--- src/rtl/rename_pkg.sv ---
// Shared types and constants for the register-rename retirement path.
package rename_pkg;

    localparam int PREG_W    = 4;
    localparam int AREG_W    = 4;
    localparam int NUM_PREGS = 16;

    typedef logic [PREG_W-1:0] preg_t;

    // One in-flight rename: the register it superseded and the one it claimed.
    typedef struct packed {
        logic  valid;
        logic  done;
        preg_t old_preg;
        preg_t new_preg;
    } rob_entry_t;

endpackage

--- src/rtl/rob_ptr.sv ---
// Circular-buffer pointer: TAG_W index bits plus one wrap bit above them.
module rob_ptr #(
    parameter int TAG_W = 3
) (
    input  logic           clk,
    input  logic           rst,
    input  logic           inc,
    output logic [TAG_W:0] ptr
);

    // Advance by one when enabled; the wrap bit flips naturally on overflow of the index.
    always_ff @(posedge clk) begin
        if (!rst) begin
            ptr <= '0;
        end else if (inc) begin
            ptr <= ptr + (TAG_W + 1)'(1);
        end
    end

endmodule

--- src/rtl/rename_retire_ctrl.sv ---
// In-order retirement sequencer for the register renamer.
// Tracks each rename allocation in program order, accepts out-of-order
// completion notices, and frees superseded physical registers oldest first,
// one per cycle.
//
// Allocation handshake: an entry transfers on a rising edge where
// alloc_valid && alloc_ready. alloc_ready depends only on buffer state, never
// on alloc_valid. While alloc_ready is low the requester holds alloc_valid and
// its payload stable; the request is simply ignored until space appears.
module rename_retire_ctrl
    import rename_pkg::*;
#(
    parameter int DEPTH  = 8,
    parameter int PREG_W = rename_pkg::PREG_W,
    parameter int TAG_W  = $clog2(DEPTH)
) (
    input  logic              clk,
    input  logic              rst,
    input  logic              alloc_valid,
    input  logic [PREG_W-1:0] alloc_old_preg,
    input  logic [PREG_W-1:0] alloc_new_preg,
    output logic              alloc_ready,
    output logic [TAG_W-1:0]  alloc_tag,
    output logic              rename_ena,
    input  logic              done_valid,
    input  logic [TAG_W-1:0]  done_tag,
    output logic              retire_ena,
    output logic [PREG_W-1:0] retire_preg,
    output logic [TAG_W:0]    occupancy,
    output logic              err_bad_done
);

    // Entry storage, one bit/field per slot.
    logic [DEPTH-1:0]             valid_q;
    logic [DEPTH-1:0]             done_q;
    logic [DEPTH-1:0][PREG_W-1:0] old_q;
    logic [DEPTH-1:0][PREG_W-1:0] new_q;

    logic [TAG_W:0]   head_ptr;
    logic [TAG_W:0]   tail_ptr;
    logic [TAG_W-1:0] head_idx;
    logic [TAG_W-1:0] tail_idx;
    logic             full;
    logic             do_alloc;
    logic             do_retire;
    logic             done_ok;

    // The claimed register is carried for completeness of the entry but the
    // freeing path only ever needs the superseded one.
    logic unused_new_preg;
    assign unused_new_preg = ^new_q;

    assign head_idx = head_ptr[TAG_W-1:0];
    assign tail_idx = tail_ptr[TAG_W-1:0];

    // Full when the indices coincide but the pointers are a lap apart.
    assign full = (head_idx == tail_idx) && (head_ptr[TAG_W] != tail_ptr[TAG_W]);

    assign alloc_ready = !full;
    assign rename_ena  = alloc_ready;
    assign alloc_tag   = tail_idx;
    assign occupancy   = tail_ptr - head_ptr;

    assign do_alloc  = alloc_valid && alloc_ready;
    assign do_retire = valid_q[head_idx] && done_q[head_idx];
    // A head entry that is about to retire is already done, so a completion
    // naming it falls through to the bad-done path.
    assign done_ok   = done_valid && valid_q[done_tag] && !done_q[done_tag];

    rob_ptr #(.TAG_W(TAG_W)) u_head (
        .clk (clk),
        .rst (rst),
        .inc (do_retire),
        .ptr (head_ptr)
    );

    rob_ptr #(.TAG_W(TAG_W)) u_tail (
        .clk (clk),
        .rst (rst),
        .inc (do_alloc),
        .ptr (tail_ptr)
    );

    // Entry bookkeeping: mark completions, clear the retiring head, fill the tail.
    // The three slots touched in one cycle never coincide: the tail slot is
    // invalid whenever an allocation happens, and the retiring head is already done.
    always_ff @(posedge clk) begin
        if (!rst) begin
            valid_q <= '0;
            done_q  <= '0;
            old_q   <= '0;
            new_q   <= '0;
        end else begin
            if (done_ok) begin
                done_q[done_tag] <= 1'b1;
            end
            if (do_retire) begin
                valid_q[head_idx] <= 1'b0;
                done_q[head_idx]  <= 1'b0;
            end
            if (do_alloc) begin
                valid_q[tail_idx] <= 1'b1;
                done_q[tail_idx]  <= 1'b0;
                old_q[tail_idx]   <= alloc_old_preg;
                new_q[tail_idx]   <= alloc_new_preg;
            end
        end
    end

    // Registered retire port toward the renamer; the register number holds between pulses.
    always_ff @(posedge clk) begin
        if (!rst) begin
            retire_ena  <= 1'b0;
            retire_preg <= '0;
        end else begin
            retire_ena <= do_retire;
            if (do_retire) begin
                retire_preg <= old_q[head_idx];
            end
        end
    end

    // Sticky flag for completions naming an empty or already-completed slot.
    always_ff @(posedge clk) begin
        if (!rst) begin
            err_bad_done <= 1'b0;
        end else if (done_valid && !done_ok) begin
            err_bad_done <= 1'b1;
        end
    end

endmodule

--- config.mk ---
export PLATFORM = sky130hd
export DESIGN_NAME = rename_retire_ctrl
export DESIGN_NICKNAME = d
export VERILOG_FILES = /design/src/rtl/rename_pkg.sv /design/src/rtl/rob_ptr.sv /design/src/rtl/rename_retire_ctrl.sv
export SDC_FILE = /design/constraint.sdc
export NUM_CORES = 1
export LEC_CHECK = 0
export CAP_MARGIN = 40
export CORE_MARGIN = 4
export CORE_UTILIZATION = 45
export DETAILED_ROUTE_END_ITERATION = 7
export DONT_BUFFER_PORTS = 1
export GPL_TIMING_DRIVEN = 0
export PLACE_DENSITY = 0.71
export SLEW_MARGIN = 15
export SYNTH_ARGS = -nofsm -noshare
export SYNTH_HDL_FRONTEND = slang
export SYNTH_SLANG_ARGS = --single-unit
--- constraint.sdc ---
create_clock -name clk -period 4 [get_ports clk]
set_clock_uncertainty 0.1 [all_clocks]
set_input_delay 0.8 -clock clk [delete_from_list [all_inputs] [get_ports clk]]
set_output_delay 0.8 -clock clk [all_outputs]
set_load 0.02 [all_outputs]
Run 1, pin map:
(4 px per micron) Pins as bars across the die edge, other pins in grey.
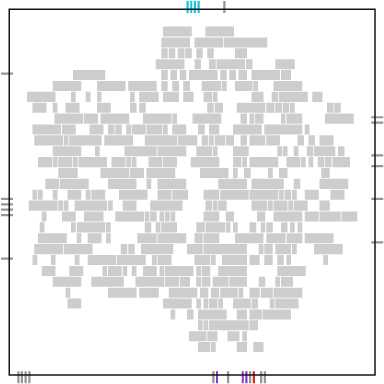
cyan -> retire_preg  # pins 4, direction output, edge top
purple -> alloc_tag  # pins 3, direction output, edge bottom
red -> alloc_ready  # pins 1, direction output, edge bottom
die y size: 91.1 microns
Die Wd: 91.1 microns
I/O Buffers: 0

Run 1, a small window of the routed layout:
Window x 33 to 58, y 15 to 40 microns. Cells in grey, sequential cells in the stronger grey; small squares are vias.
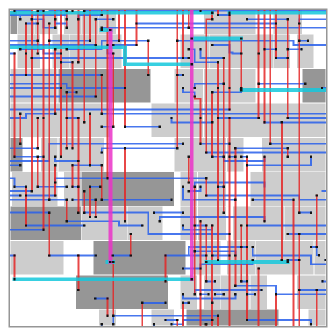
blue -> M1
magenta -> M4
cyan -> M3
red -> M2
cells with their middle in the window = 51
sequential cells in the window = 5
netlist names of flops here include = old_q (3), u_tail.ptr (2)
most frequent = nand2_1 (5), dfxtp_1 (5)

Run 1, gate-type map:
(3 px per micron)
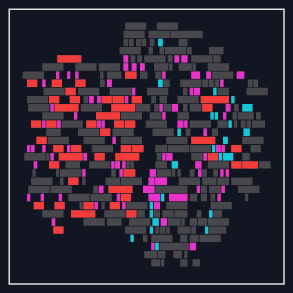
cyan -> nor cells  # cells 24
magenta -> nand cells  # cells 79
red -> mux cells  # cells 47
final instance count without filler cells: 412
logic share of the area: 0.495
Top cell excl fill/tap: dfxtp_1

Run 1, sequential cells grouped by signal name:
(3 px per micron) Other sequential cells in the stronger grey, the rest of the logic in the fainter grey.
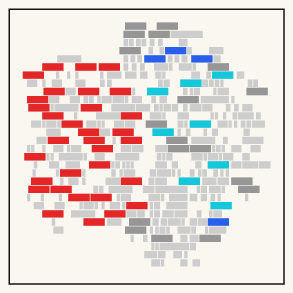
red -> old_q  # placed flops 32
blue -> u_head.ptr  # placed flops 4
cyan -> valid_q  # placed flops 8
Seq power: 0.000639 W
Seq/total area: 0.363
register area: 0.00124 sq mm
final core occ: 0.506

==> reports/summary.txt, run 1 <==
n_taps: 80
Yosys Instances: 316
worst slew pin tran: 0.599 ns
total I/O pin count: 30
mux cell area share after synthesis: 0.196
syn_nets: 337
Int Pwr: 0.00103 W
worst r2r src: u_head.ptr[1]
RSZ-0062 raised after global routing: false
bufs w/o clock: 22
crit path max fanout: 10
fin. max-slew vios: 0
Post-Syn Area: 0.00311 sq mm
dominant kind of combinational cell: multiplexers
status: completed
inverters: 10
OpenROAD warnings: 30
Post-synth seq share: 0.400
cells after synthesis: 316
Post-DP HPWL: 5100 microns
die area: 0.00829 sq mm
Sw Ratio: 0.231
Reg2Reg Depth: 9
first-pass GRT wire length: 11900 microns
vias: 2360
largest net degree at the start of global routing: 11
Congestion Overflow GR: 0
Synth area leader: dfxtp_1
VDD IR max: 0.208 mV
average wire per standard cell: 17.2 microns
layout filler cell count: 636
clock-net power: 0.000607 W
Async SR Flop Fraction: 0
ao+oa area frac: 0.116
Top pwr grp: registers
worst hold path class: register to register
Hold WS: 0.362 ns
worst setup path endpoint: occupancy[3]
Initial Util: 0.460
CP Launch Type: register
Setup Fix Bufs, Post-CTS: 0
logic area: 0.00169 sq mm
Met1 Wirelength: 3120 microns
P&R area growth vs syn: 10.2%
f_max: 303 MHz
WHS Endpoint: old_q[20]
Clock Sinks: 62
CTS Buf Count: 9
Comb power frac: 0.070
Yosys Chip Area: 0.00311 sq mm
-- run 1: sequential cells by signal, indices dropped and copies added (netlist names) --
register      count
retire_preg       4
done_q            8
u_tail.ptr        4
err_bad_done      1
u_head.ptr        4
valid_q           8
retire_ena        1
old_q            32
-- run 1: through the flow --
stage               total power (W)  cell area (sq um)
detailed placement         0.000748               3210
global route                0.00139               3420
finish                      0.00134               3420
CTS                         0.00135               3420
floorplan                  0.000727               3110
global placement           0.000745               3210
-- run 1: worst max-delay path, cell delays in order, from the launching register on --
cell and delay (ns):
dfxtp_1 0.42, buf_4 0.26, buf_6 0.19, inv_1 0.08, ha_1 0.34, a21o_1 0.18
a21oi_1 0.16, xor2_1 0.41
Run 1, track usage over the die:
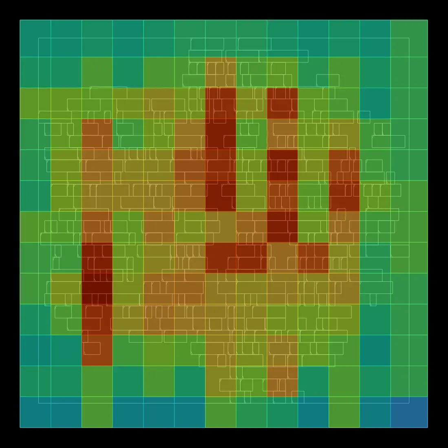

==> run 1 -> run 2 <==
Clock period 4 ns to 3.2 ns, I/O delays scaled along.
Run 2, track usage over the die:
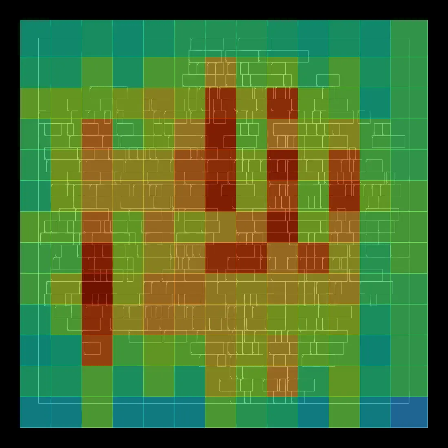
M3 GR Usage: 0.0605
GRT Resource Usage Total: 0.182
met1 Resource Use GR: 0.214
gr busiest metal: met2

Run 2, a small window of the routed layout:
Window x 33 to 58, y 15 to 40 microns. Cells in grey, sequential cells in the stronger grey; small squares are vias.
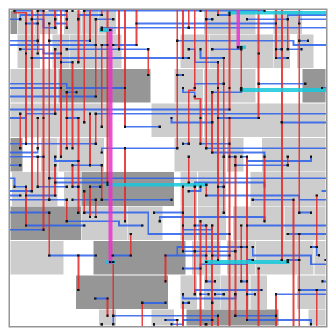
blue -> M1
red -> M2
cyan -> M3
magenta -> M4
netlist names of flops here include = old_q (3), u_tail.ptr (2)
cells with their middle in the window = 51
sequential cells in the window = 5
most frequent = nand2_1 (5), dfxtp_1 (5)

==> run 2 against run 1 <==
Against the previous run:
- clock power up 25%
- sequential share of layout area is 0.12 points lower
- global-route usage unchanged
- largest power group unchanged
==> reports/summary.txt, run 2 <==
status: completed
CP Launch Type: register
first-pass GRT wire length: 11900 microns
average wire per standard cell: 17.2 microns
fin. max-slew vios: 0
Post-synth seq share: 0.400
Finished Cell Area: 0.00343 sq mm
crit path max fanout: 10
Comb power frac: 0.071
total I/O pin count: 30
Clock Sinks: 62
CTS Buf Count: 9
Setup Fix Bufs, Post-CTS: 0
n_taps: 80
biggest regs: old_q (32), done_q (8), valid_q (8)
Worst path max stage delay: 0.43 ns
OpenROAD warnings: 30
Seq/total area: 0.362
worst slew pin tran: 0.598 ns
layout filler cell count: 635
RSZ-0062 raised after global routing: false
syn_nets: 337
die area: 0.00829 sq mm
VDD IR max: 0.262 mV
DP Area: 0.00321 sq mm
worst r2r src: u_head.ptr[1]
Seq power: 0.000799 W
Synth area leader: dfxtp_1
most flop-heavy register: old_q
Run 2, gate-type map:
(3 px per micron)
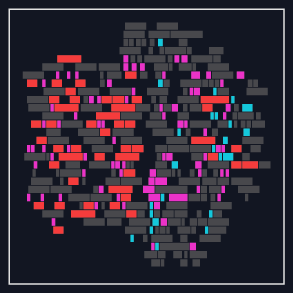
logic share of the area: 0.495

run 2: per-layer routing:
layer  vias to the layer above  GRT usage
li1                       1153          -
met1                      1157      0.214
met2                        47      0.307
met3                        15     0.0605
met4                         0     0.0716
met5                         -          0
run 2: metrics by stage:
step	utilization	total power, W	setup WS [ns]
floorplan	-	0.000908	0.689
global route	0.508	0.00174	0.0338
finish	0.508	0.00168	0.160
detailed placement	0.474	0.000935	0.386
global placement	0.474	0.000932	0.418
CTS	0.506	0.00169	0.0112
run 2: final timing paths:
check	to	slack [ns]	depth (start not counted)
max	occupancy[3]	0.16	7
min	err_bad_done	0.28	1
max reg2reg	done_q[6]	0.78	9
min reg2reg	old_q[20]	0.36	2
run 2: repair_timing:
item	CTS	global route
hold buffers	0	0
resized	0	2
endpoints found under the hold margin	0	0
setup endpoints to repair	0	1
Run 2, pin map:
(4 px per micron) Pins as bars across the die edge, other pins in grey.
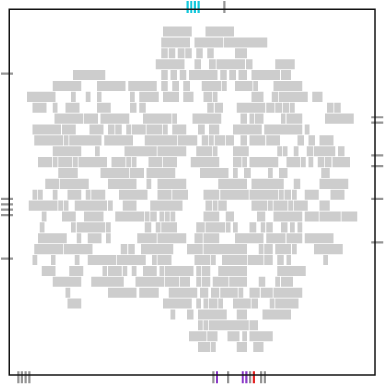

==> run 2 -> run 3 <==
Settings changed: PLACE_DENSITY 0.71 to 0.73.
Clock period 3.2 ns to 2.7 ns, I/O delays scaled along.
Run 3, pin map:
(4 px per micron) Pins as bars across the die edge, other pins in grey.
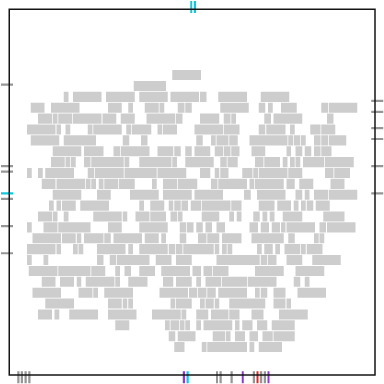
red -> alloc_ready  # pins 1, direction output, edge bottom
purple -> alloc_tag  # pins 3, direction output, edge bottom
cyan -> retire_preg  # pins 4, direction output, edge 2 top, 1 left, 1 bottom
all pins by edge = 15 bottom, 7 left, 6 right, 2 top

Run 3, track usage over the die:
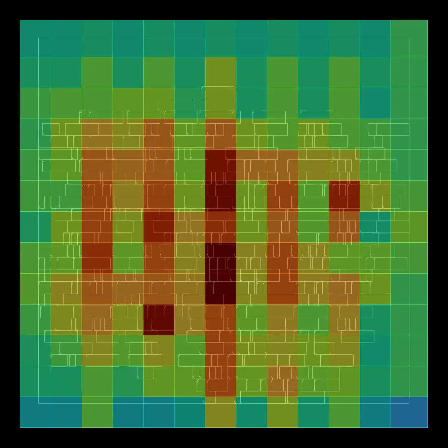
GRT Resource Usage Total: 0.180
final core occ: 0.507
M3 GR Usage: 0.0671

Run 3, a small window of the routed layout:
Window x 33 to 58, y 15 to 40 microns. Cells in grey, sequential cells in the stronger grey; small squares are vias.
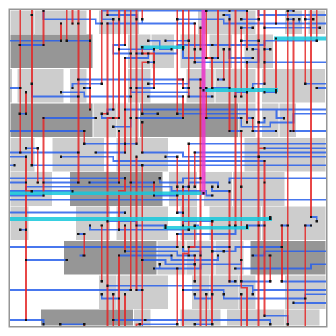

==> run 3 against run 2 <==
Against the previous run:
- area after synthesis did not move
- first-iteration DRC count up 21%
- worst hold slack got worse by 0.090 ns
- die size did not move
- via count rose by 0.25%
- largest power group unchanged
==> reports/summary.txt, run 3 <==
OpenROAD warnings: 30
status: completed
Async SR Flop Fraction: 0
Post-Syn Area: 0.00311 sq mm
worst setup path endpoint: rename_ena
vias: 2378
CTS Buf Count: 9
biggest regs: old_q (32), done_q (8), valid_q (8)
most frequent CP cell: buf_4
Worst path max stage delay: 0.42 ns
layout filler cell count: 635
worst hold path class: input port to register
hold path depth: 1
total I/O pin count: 30
dominant kind of combinational cell: multiplexers
fin. max-slew vios: 0
Die Wd: 91.1 microns
R2R Path End: done_q[6]
worst slew pin tran: 0.702 ns
mux cell area share after synthesis: 0.196
largest net degree at the start of global routing: 11
f_max: 387 MHz
R2R Setup Slk: 0.46 ns
I/O Buffers: 0
Post-synth seq share: 0.400
Yosys Instances: 316
Clock Sinks: 62
CP Launch Type: register
P&R area growth vs syn: 10.4%
syn_nets: 337
RSZ-0062 raised after global routing: false
Top cell excl fill/tap: dfxtp_1
Sw Ratio: 0.244
met2 Usage GRT: 0.292
cells after synthesis: 316
WHS Endpoint: err_bad_done
Slowest cell on crit path: ha_2
-- run 3: layout make-up --
type,count,area [sq um],area share
timing repair buffer,1,7.51,0.00219
clock buffer,12,135,0.0394
multi-input combinational,222,1720,0.501
tap,80,100,0.0292
inverter,10,37.5,0.0110
buffer,22,139,0.0405
clock inverter,4,47.5,0.0139
sequential,62,1240,0.363
-- run 3: per-stage QoR --
step	instances	total power, W	setup slack, ns
after floorplan	316	0.00108	0.289
after global placement	396	0.00110	0.0802
after detailed placement	396	0.00111	0.0577
after CTS	413	0.00188	0.00633
after global routing	413	0.00193	0.00180
final	413	0.00187	0.113
-- run 3: critical path: cells and delay by family (launching register included) --
family | cells | cell delay (ns)
adder cells (fa/ha/maj) | 1 | 0.42
flip-flops | 1 | 0.31
AND/OR/NAND/NOR | 1 | 0.29
buffers and inverters | 3 | 0.58
No activity file was given, so power comes from the tool's default toggle rates.
